Run 1, metal layers overlaid:
Only two layers are drawn.
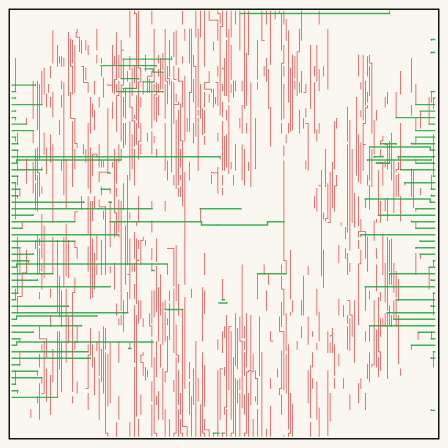
Run 1, signal wires on met1:
Supply wires on this layer in gray.
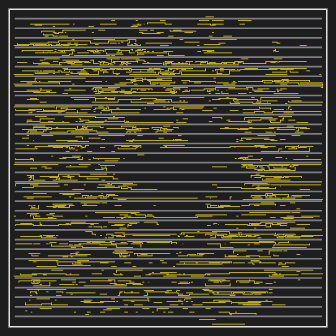
Run 1, the clock network:
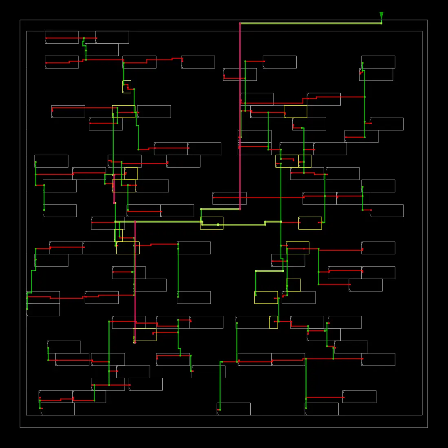
==> config.mk <==
export PLATFORM = sky130hd
export DESIGN_NAME = if_id_reg_flat
export DESIGN_NICKNAME = d
export VERILOG_FILES = /design/src/rtl/if_id_reg_if.sv /design/src/rtl/if_id_reg.sv /design/src/flat_wrapper.sv
export SDC_FILE = /design/constraint.sdc
export NUM_CORES = 1
export LEC_CHECK = 0
export CORE_UTILIZATION = 47
export CTS_BUF_LIST = sky130_fd_sc_hd__clkbuf_2 sky130_fd_sc_hd__clkbuf_4 sky130_fd_sc_hd__clkbuf_8
export CTS_CLUSTER_DIAMETER = 100
export DETAILED_ROUTE_END_ITERATION = 10
export GPL_ROUTABILITY_DRIVEN = 0
export PLACE_DENSITY = 0.88
export SYNTH_ARGS = -nofsm -noshare
export SYNTH_HDL_FRONTEND = slang
export SYNTH_SLANG_ARGS = --single-unit
==> constraint.sdc <==
create_clock -name clk -period 4.13 [get_ports clk]
set_clock_uncertainty 0.05 [all_clocks]
set_input_delay 0.413 -clock clk [delete_from_list [all_inputs] [get_ports clk]]
set_output_delay 0.413 -clock clk [all_outputs]
set_load 0.01 [all_outputs]
==> GITHUB_STEP_SUMMARY, run 1 <==
### Yosys + OpenROAD results

| Metric | Value |
|---|---|
| Yosys chip area | 0.00360 mm2 |
| Tool warnings | 26 |
| CTS clk-pin slew, worst paths | roughly 0.09 ns |
| Max Cap Violations | 0 |
| 1st-iter DRT viols | 79 |
| Gate Area | 0.00176 mm2 |
| Die area | 0.00801 mm2 |
| Plain + repair buffers | 155 |
| Worst-margin pin slew | 1.09 ns |
| Total power per unit cell area | 293 mW/mm2 |
| Final hold slack | 0.394 ns |
| WS Path Type | in2reg |
| P_int | between 0.001 and 0.0015 W |
| Largest cell class | logic gates |
| Crit-path max FO | 42 |
| Seq. cell area | 0.00166 mm2 |
| Share of power burned in registers | 53.3% |
| Chip Height | 89.5 um |
| RSZ-0062 raised after global routing | false |
| Area share, top type | between 40% and 50% |
| Non-Filler Instances | 614 |
| Logic pwr share | 12.8% |
| R2R setup slack | roughly 1.9 ns |
| Registers, synthesis | between 80 and 90 |
| GR Util met3 | under 10% |
| Synth Instances | 374 |
| Combinational fraction of the cell area | 33.4% |
| Worst EP required | 4.34 ns |
| DR WL met3 | roughly 810 um |
| Switching Share | 24.8% |
| Slew Limit Fails | 0 |
| Delay-heaviest family, CP | buffers and inverters |
| Core Util at FP | 49.1% |
| Inverter count | 2 |
| DR top layer | met4 |
| Status | finished, final reports clean |
| Row cnt | 31 |
| Antenna viol nets, final | 0 |
| Crit end category | flip-flop |
Notes on 'metal layers overlaid' above:
[red] met2 | wire length: 4240 um
[green] met3 | wire length: 814 um
GRT Total Usage: 22.7%
via count: 3243
final wirelength: 8.97 mm

Notes on 'signal wires on met1' above:
wire length on this layer: 3770 um
share of all routed wire: 42%
main direction: horizontal
nets with wire on the layer: 480
longest straight run: 23.9 um
met1 Track Usage GR: 25.7%

Notes on 'the clock network' above:
TritonCTS buffer count: 9
Clock group: 0.000523 W
Num Clock Sinks: 83
clk latency late pin: 0.34 ns
sequential cell count: 83

[run 1: cell usage in the layout (no fill, tap or decap), drive strengths merged, types with 3 or more instances in the layout]
master	netlist	final
nand2	8	8
nand4	8	8
a21oi	14	14
clkbuf	22	10
nor4	5	5
buf	11	4
or3	8	8
conb	1	4
or4	6	6
o21ai	40	40
o31ai	4	4
inv	2	3
dfxtp	83	83
a211oi	5	5
nand3b	32	32
nor2	37	37
clkdlybuf4s50	0	151
clkinv	0	3
nor2b	4	4
mux2i	31	31
nand3	36	36
and3	3	3
[run 1: logic make-up after synthesis]
family,after synthesis,share of synthesized area [%]
mux,32,8.94
fa+ha+maj,1,0.348
buf+inv,35,5.29
compound gates,69,14.6
flops,83,46.2
xor+xnor,1,0.244
simple gates,152,24.3
other cells,1,0.104
Run 1, port wiring:
Scale bar: 20 um.
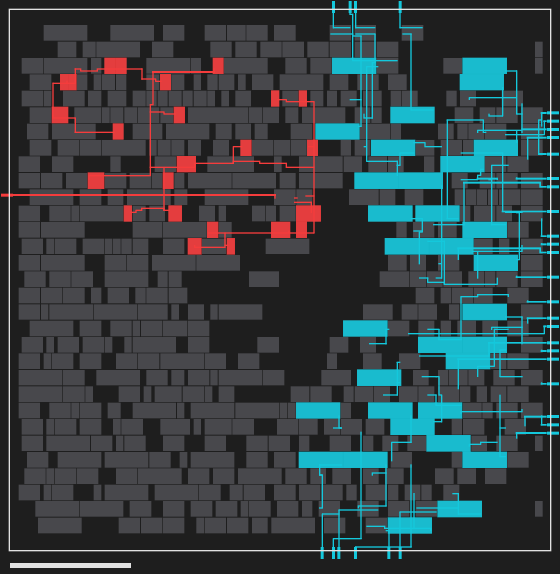

==> inputs of run 2 (changes only) <==
CORE_UTILIZATION = 39   (was 47)
PLACE_DENSITY = 0.78   (was 0.88)
clock period = 2 ns   (was 4.13 ns; I/O delays follow)
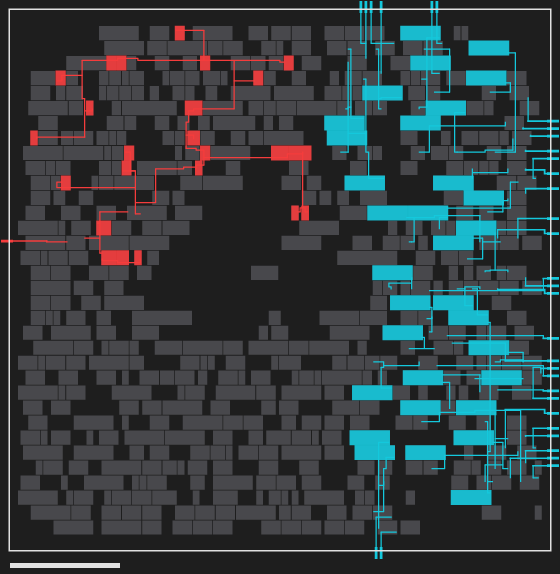
Run 2: port wiring
Scale bar: 20 um.
[cyan] bus_d_instr | direction: output | edge: 24 east, 6 north, 2 south | end cells: 32 | buffers: 32 | wire: 799 um
[red] reset | direction: input | edge: west | end cells: 24 | buffers: 2 | wire: 235 um
# IOs: 157
IO buf count: 152

==> run 2 against run 1 <==
Against the previous run:
- final cell count increased by 5.2%
- synthesized cell count is the same
- hold slack got worse by 0.11 ns
- clock power rose by 150%
- first-iteration DRC count rose by 62%
- sequential power increased by 110%
- setup slack worse by 1.6 ns
- count of clock-buffer cells in the layout unchanged
- critical path depth up 1
- largest power group unchanged
- the run now ends with DRC left
- critical endpoint is now u_core.bus.d_instr[0]$_SDFFE_PP0P_
- sequential share of layout area decreased by 1.7 points
- cell area grew 5.6%
==> GITHUB_STEP_SUMMARY, run 2 <==
### Yosys + OpenROAD results

| Metric | Value |
|---|---|
| Status | complete, but fails checks |
| Violated checks | DRC |
| Tool warnings | 26 |
| Vias per cell | 5.16 |
| Plain + repair buffers | 179 |
| Combinational fraction of the cell area | 31.8% |
| Via count | 3332 |
| Num Clock Sinks | between 80 and 90 |
| Largest cell class | non-clock buffers |
| Total power per unit cell area | 616 mW/mm2 |
| GRT Total Usage | 20.0% |
| Yosys chip area | ~0.0036 mm2 |
| Final hold slack | between 0.2 and 0.3 ns |
| Met1 Track Usage GR | between 20% and 30% |
| Top Layout Cells | clkdlybuf4s50_1, dfxtp_1, nor2_1, nand3_1, nand3b_1 |
| Slew Limit Fails | 0 |
| Die area | 0.00961 mm2 |
| Peak VDD IR | 0.477 mV |
| Max Cap Violations | 0 |
| Clk latency late pin | 0.33 ns |
| 1st-iter DRT viols | 128 |
| Logic pwr share | about an eighth |
| Switching Share | 22.7% |
| Crit-path max FO | 13 |
| Post-layout net count | 605 |
| P_int | 0.00265 W |
| CTS clk-pin slew, worst paths | 0.08 ns |
| Antenna viol nets, final | 0 |
| Non-Filler Instances | 646 |
| Chip Height | 98.0 um |
| Area share, top type | between 40% and 50% |
| Seq. cell area | 0.00166 mm2 |
| Sequential cell count | 83 |
| Clock group | 0.00129 W |
| Share of power burned in registers | 49.4% |
| DRC | 13 |
| Synth Instances | 374 |
| Crit end category | flip-flop |
| H-Tree Depth | 3 |
| GR Util met3 | 5.37% |
| WS Path Type | in2reg |
| TritonCTS buffer count | 9 |
| Leak | 2.03 nW |
| Gate Area | 0.00177 mm2 |
| Core Util at FP | between 40% and 50% |
| RSZ-0062 raised after global routing | false |
| Worst-margin pin slew | roughly 0.68 ns |
| Registers, synthesis | about 83 |
| Row cnt | 34 |
| R2R setup slack | 0.22 ns |
[run 2: cell count changes in the layout (fill, tap and decap cells not counted), sizes merged]
cell,before,now
inv,3,2
bufinv,0,2
buf,4,28
clkinvlp,2,0
[run 2: repair_timing]
| item | CTS | global route |
|---|---|---|
| setup buffers | 0 | 2 |
| endpoints found under the setup margin | 0 | 5 |
| hold endpoints to repair | 0 | 0 |
| gates resized | 0 | 1 |
[run 2: cells by family (layout without fill, tap and decap cells)]
family,count (synthesis),in the layout,synth area share (%)
simple gates,152,152,24.3
other cells,1,4,0.104
buf+inv,35,196,5.29
xor+xnor,1,1,0.244
fa+ha+maj,1,1,0.348
flops,83,83,46.2
mux,32,32,8.94
compound gates,69,69,14.6
Power is estimated from default activity; no workload was simulated.
